==> src/rtl/jtkunio_adpcm_fetch.sv <==
// ADPCM sample fetcher for the Kunio sound board: walks the PCM ROM block, prefetches bytes
// over the SDRAM handshake and feeds nibbles to the MSM5205-style decoder.
module jtkunio_adpcm_fetch #(
    parameter int unsigned CNTW = 13,
    parameter int unsigned AW   = CNTW + 4
) (
    input  logic          clk,
    input  logic          rst,
    input  logic          ctrl_we,
    input  logic          start,
    input  logic          stop,
    input  logic [7:0]    din,
    input  logic          vclk,
    output logic [AW-1:0] pcm_addr,
    output logic          pcm_cs,
    input  logic [7:0]    pcm_data,
    input  logic          pcm_ok,
    output logic [3:0]    nibble,
    output logic          rate_sel,
    output logic          dec_rst,
    output logic          nmi_n,
    output logic          underrun
);

    typedef enum logic [1:0] {IDLE, FETCH, WAIT} st_t;

    st_t            st;
    logic [5:0]     ctrl;
    logic [CNTW-1:0] cnt;
    logic [3:0]     addr_hi;
    logic           hi_ok;
    logic [1:0]     bank;
    logic           bank_ok;
    logic [7:0]     next_buf;
    logic           next_vld;
    logic [3:0]     cur_lo;
    logic           phase;
    logic           done;
    logic           end_q;
    logic           unused_din;

    assign unused_din = ^din[7:6];
    assign rate_sel   = ctrl[5];
    assign pcm_addr   = {addr_hi, cnt};

    always_comb begin
        bank    = 2'd0;
        bank_ok = 1'b1;
        case (ctrl[4:2])
            3'b001:  bank = 2'd0;
            3'b010:  bank = 2'd1;
            3'b100:  bank = 2'd2;
            default: bank_ok = 1'b0;
        endcase
    end

    always_ff @(posedge clk or posedge rst) begin
        if (rst) ctrl <= 6'd0;
        else if (ctrl_we) ctrl <= din[5:0];
    end

    always_ff @(posedge clk or posedge rst) begin
        if (rst) begin
            st       <= IDLE;
            cnt      <= '0;
            addr_hi  <= 4'd0;
            hi_ok    <= 1'b0;
            pcm_cs   <= 1'b0;
            next_buf <= 8'd0;
            next_vld <= 1'b0;
            cur_lo   <= 4'd0;
            phase    <= 1'b0;
            done     <= 1'b0;
            end_q    <= 1'b0;
            nibble   <= 4'd0;
            dec_rst  <= 1'b1;
            nmi_n    <= 1'b1;
            underrun <= 1'b0;
        end else if (start) begin
            st       <= FETCH;
            cnt      <= '0;
            addr_hi  <= {bank, ctrl[1:0]};
            hi_ok    <= bank_ok;
            pcm_cs   <= bank_ok;
            next_vld <= 1'b0;
            phase    <= 1'b0;
            done     <= 1'b0;
            end_q    <= 1'b0;
            dec_rst  <= 1'b0;
            nmi_n    <= 1'b1;
            underrun <= 1'b0;
        end else if (stop) begin
            st      <= IDLE;
            pcm_cs  <= 1'b0;
            end_q   <= 1'b0;
            dec_rst <= 1'b1;
        end else if (end_q) begin
            st      <= IDLE;
            pcm_cs  <= 1'b0;
            end_q   <= 1'b0;
            dec_rst <= 1'b1;
            nmi_n   <= 1'b0;
        end else begin
            case (st)
                // An invalid bank never talks to the ROM; its bytes read as zero.
                FETCH: if (!hi_ok || (pcm_cs && pcm_ok)) begin
                    next_buf <= hi_ok ? pcm_data : 8'h00;
                    next_vld <= 1'b1;
                    cnt      <= cnt + 1'b1;
                    done     <= &cnt;
                    pcm_cs   <= 1'b0;
                    st       <= WAIT;
                end
                WAIT: if (!next_vld && !done) begin
                    st      <= FETCH;
                    addr_hi <= {bank, ctrl[1:0]};
                    hi_ok   <= bank_ok;
                    pcm_cs  <= bank_ok;
                end
                default: ;
            endcase
            if (vclk && !dec_rst) begin
                if (!phase) begin
                    if (next_vld) begin
                        cur_lo   <= next_buf[3:0];
                        next_vld <= 1'b0;
                        nibble   <= next_buf[7:4];
                        phase    <= 1'b1;
                    end else begin
                        underrun <= 1'b1;
                    end
                end else begin
                    nibble <= cur_lo;
                    phase  <= 1'b0;
                    // Low nibble of the final byte: close the block on the next clk.
                    end_q  <= done && !next_vld;
                end
            end
        end
    end

endmodule

==> config.mk <==
export PLATFORM = sky130hd
export DESIGN_NAME = jtkunio_adpcm_fetch
export DESIGN_NICKNAME = d
export VERILOG_FILES = /design/src/rtl/jtkunio_adpcm_fetch.sv
export SDC_FILE = /design/constraint.sdc
export NUM_CORES = 1
export LEC_CHECK = 0
export ABC_AREA = 1
export CAP_MARGIN = 20
export CELL_PAD_IN_SITES_DETAIL_PLACEMENT = 1
export CELL_PAD_IN_SITES_GLOBAL_PLACEMENT = 2
export CORE_UTILIZATION = 30
export DETAILED_ROUTE_END_ITERATION = 6
export PLACE_DENSITY = 0.9
export SLEW_MARGIN = 20
export SYNTH_ARGS = -nofsm -noshare
export SYNTH_HDL_FRONTEND = slang
export SYNTH_SLANG_ARGS = --single-unit
==> constraint.sdc <==
create_clock -name clk -period 2.5 [get_ports clk]
set_input_delay 0.75 -clock clk [delete_from_list [all_inputs] [get_ports clk]]
set_output_delay 0.75 -clock clk [all_outputs]
set_load 0.01 [all_outputs]
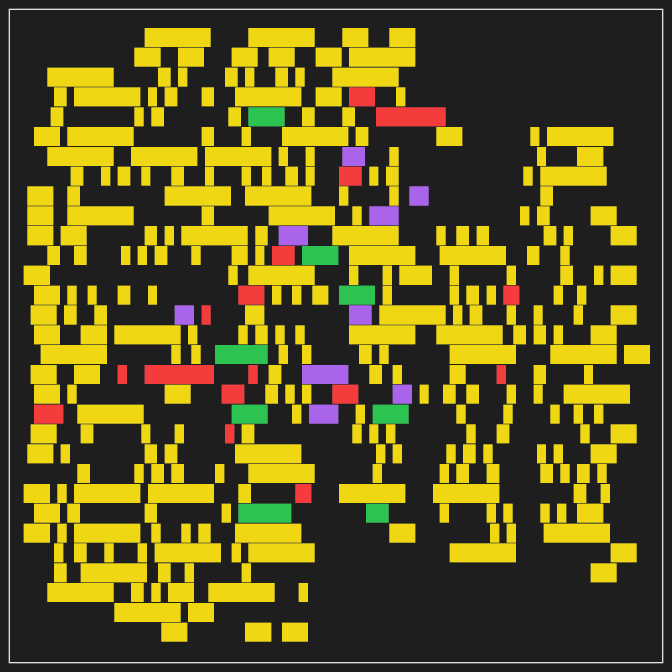
run_1/drive_strength.png
colour	size	cells	share
purple	drive 3 to 4	9	2.8%
yellow	drive 1 or less	286	90%
green	drive 6 and up	8	2.5%
red	drive 2	16	5.0%
Non-clk bufs: 50
Final WS setup: 344 ps

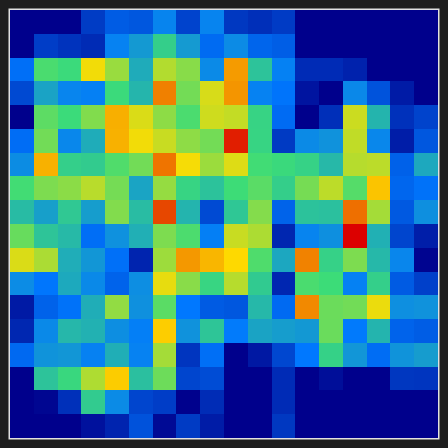
run_1/wire_density.png
18 x 18 tiles, from dark blue (low) to red (high), scaled to the fullest tile. Values are wire area over tile area, all layers added.
nearly empty tiles	16%
emptiest ninth of the die	north-east
densest ninth of the die	centre
tiles over half the peak	27%
DR vias: 1929
Total GRT Usage: 15.5%

==> results_slide.txt, run 1 <==
Synthesis and Place & Route Summary

Status
  • Status: finished, final reports clean

Drt
  • Final WL: 5.33 mm
  • Wire length on met1: 2.47 mm
  • ANT nets after route: 0
  • Router iterations before antenna repair: 4
  • DRT iter0 DRCs: 34
  • DR WL/cell: 12.7 um
  • Drc violations: 0

GRT
  • Vias in the first global route: 1966
  • Pin count of the biggest net entering global routing: 24
  • Met2 Usage GRT: 26.7%
  • Initial antenna violation count: 0
  • M1 GR Usage: 19.8%
  • GRT Max-Usage Layer: met2
  • First-pass GRT wire length: 9.38 mm

Timing
  • Fin crit period: 2160 ps
  • Slew at the pin closest to its max-slew limit: 507 ps
  • Final setup violation count: 0
  • RSZ-0062 raised after global routing: no
  • Max Slew Vio Count: 0
  • WHS: 480 ps
  • Final Hold Viols: 0
  • Setup TNS: 0 ps
  • Worst Clk Skew: 10.3 ps

Clock network
  • H-tree Lvls: 2
  • CTS root buffer: clkbuf_8
  • CTS Buf Count: 5
  • Hold buffers post-CTS: 0
  • Max clock buf depth: 2
  • Clock sink count: 50
  • Clk pin slew, worst setup/hold paths: 100 ps
  • CTS tree: done

Floorplan
  • Chip Footprint: 8000 um2
  • I/O pin total: 49
  • Die width: 89.4 um
  • Core Util at FP: 31.3%

Worst setup path
  • CP max FO: 3
  • Stages on the worst setup path: 1
  • Critical path's slowest cell: dfstp_2
  • Slowest Stage Delay on Critical Path: 560 ps
  • Crit path max-delay family: flip-flops
  • Startpoint types: flop
  • FF-to-FF setup slack: 960 ps
  • Setup crit end: dec_rst
  • Worst r2r dst: cnt[12]
  • Crit Path Class: reg2out

Place
  • Post-DP HPWL: 4.08 mm
  • Place WS: 306 ps
  • GP Congestion: 0.764
  • IO buf count: 46

Final layout
  • Most flops, register: cnt
  • Reg area: 1250 um2
  • Commonest Layout Cell: nand2_1
  • Largest class: flip-flops and latches
  • Signal buf overhead: 16.9%
  • Post-layout nets: 342
  • Most frequent cells in the layout: 55 x nand2_1, 48 x dfrtp_1, 46 x clkdlybuf4s50_1
  • Number of flip-flops in the largest register: 13
  • Biggest regs: cnt (13), next_buf (8), ctrl (6)
  • Area delta synth->final: 29.6%

Min path
  • Hold path endpoint: nmi_n
  • Min-delay worst type: reg2reg
  • Hold path cells: 2
  • Hold Startpoint: nmi_n

Power and ir drop
  • Max power group: sequential cells
  • Pleak: 1.32 nW
  • Clk pwr: 0.493 mW
  • Peak supply drop: 0.261 mV
  • Switch Pwr: 0.571 mW
  • Seq. pwr: 1.00 mW
  • Total power: 1.90 mW
  • Cell Int Power: 1.33 mW
  • Switching part of the total: 30.0%
  • Pwr/cell area: 640 nW/um2

Job
  • Max-Cap Viols: 0

Synth
  • Xor+xnor area frac: 0%
  • Cell area leaders: dfrtp_1 52%, nand2_1 9.0%, nor2_1 5.9%, nand3_1 5.7%, inv_1 4.4%
  • Syn avg cell area: 8.59 um2
  • Async set-reset flop share out of synthesis: 100%
  • Register area share after synthesis: 54.7%
  • Post-synthesis cell area: 2290 um2
  • Synth Area in Adders: 0.546%
  • MUX share of area: 0.491%
  • Syn. warnings: 0
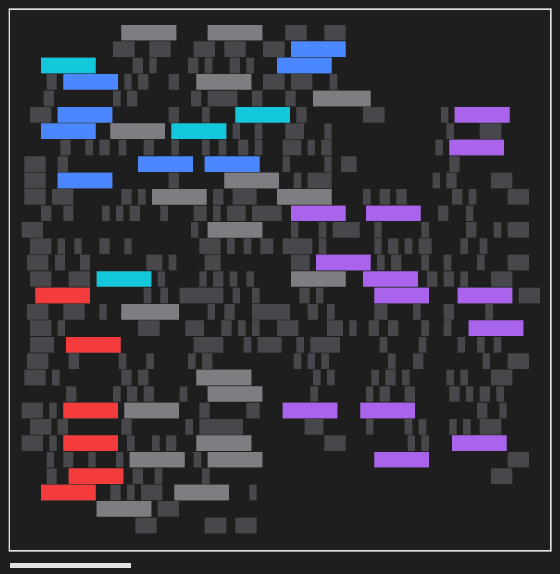
run_1/registers.png
Bar = 20 um.
colour	netlist name	placed flops
blue	next_buf	8
red	ctrl	6
purple	cnt	13
cyan	cur_lo	4

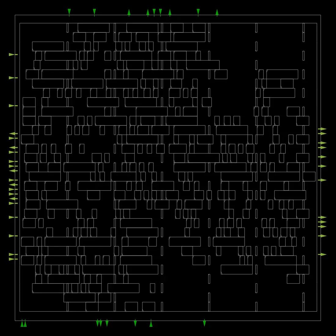
run_1/final_placement.png
Fillers: 885
registers: 50
Post-Layout Cell Count: 418
Tap Cells: 99
core region area: 7330 um2

## Run 2: what changed since run 1
Settings changed: GPL_TIMING_DRIVEN set to 0.
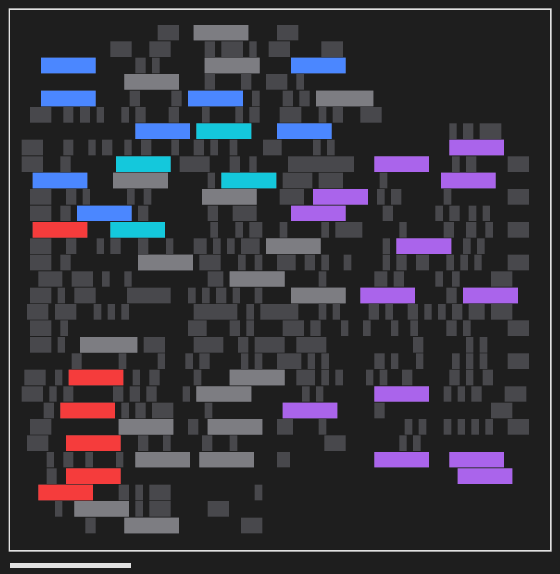
run_2/registers.png
Bar = 20 um.
colour	netlist name	placed flops
cyan	cur_lo	4
purple	cnt	13
red	ctrl	6
blue	next_buf	8
not coloured	19

==> run 2 against run 1 <==
Compared with the run above: worst hold slack worse by 2.5 ps; register-to-register slack better by 20 ps; via count grew 0.67%.
==> results_slide.txt, run 2 <==
Synthesis and Place & Route Summary

Min path
  • Hold Startpoint: nmi_n
  • Hold path cells: 2
  • Min-delay worst type: reg2reg

GRT
  • Met2 Usage GRT: 26.2%
  • Pin count of the biggest net entering global routing: 31
  • Initial antenna violation count: 0
  • M1 GR Usage: 18.7%
  • GRT Max-Usage Layer: met2

Place
  • Place WS: 171 ps
  • IO buf count: 46

Power and ir drop
  • Total power: 1.98 mW
  • Cell Int Power: 1.43 mW
  • Switching part of the total: 27.8%
  • Seq. pwr: 0.990 mW
  • Clk pwr: 0.570 mW
  • Pwr/cell area: 659 nW/um2
  • Max power group: sequential cells

Worst setup path
  • Setup crit end: dec_rst
  • Crit path max-delay family: flip-flops
  • Stages on the worst setup path: 1
  • Crit Path Class: reg2out

Final layout
  • Post-Layout Cell Count: 421
  • Reg area: 1250 um2
  • Post-layout nets: 345
  • Largest class: flip-flops and latches
  • Registers: 50
  • Most flops, register: cnt

Synth
  • Xor+xnor area frac: 0%
  • MUX share of area: 0.491%
  • Async set-reset flop share out of synthesis: 100%
  • Post-synthesis cell area: 2290 um2
  • Syn. warnings: 0

Floorplan
  • I/O pin total: 49
  • Core region area: 7330 um2
  • Die width: 89.4 um
  • Chip Footprint: 8000 um2
  • Core Util at FP: 31.3%

Status
  • Status: finished, final reports clean

Drt
  • Wire length on met1: 2.38 mm
  • Drc violations: 0
  • DR vias: 1942
  • Router iterations before antenna repair: 4

Timing
  • Final WS setup: 358 ps
  • Worst Clk Skew: 2.75 ps
  • RSZ-0062 raised after global routing: no
  • WHS: 477 ps
  • Setup TNS: 0 ps
  • Final setup violation count: 0
  • Final Hold Viols: 0

Clock network
  • Max clock buf depth: 2
  • H-tree Lvls: 2
  • CTS tree: done
  • Clk pin slew, worst setup/hold paths: 90 ps

Job
  • Max-Cap Viols: 0
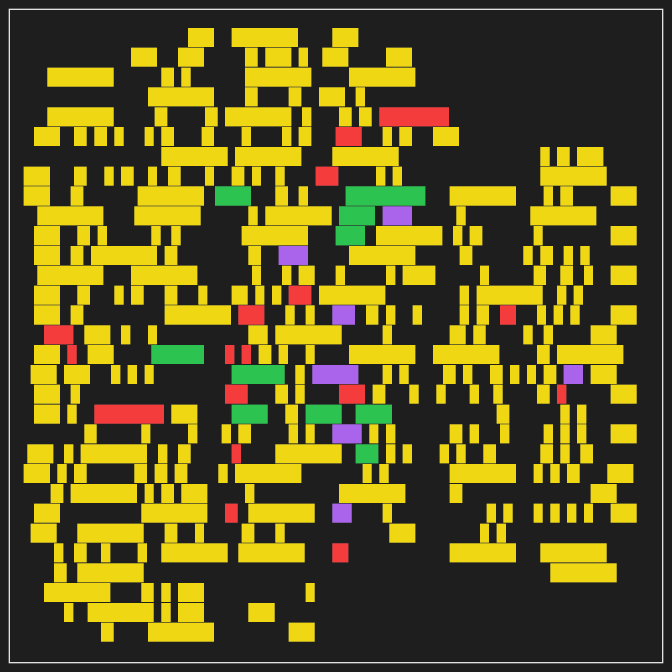
run_2/drive_strength.png
colour	size	cells	share	most used
red	drive 2	17	5.3%	inv_2
yellow	drive 1 or less	288	89%	nand2_1
purple	drive 3 to 4	7	2.2%	nor2_4
green	drive 6 and up	10	3.1%	clkbuf_8

Power and IR drop assume default switching activity.
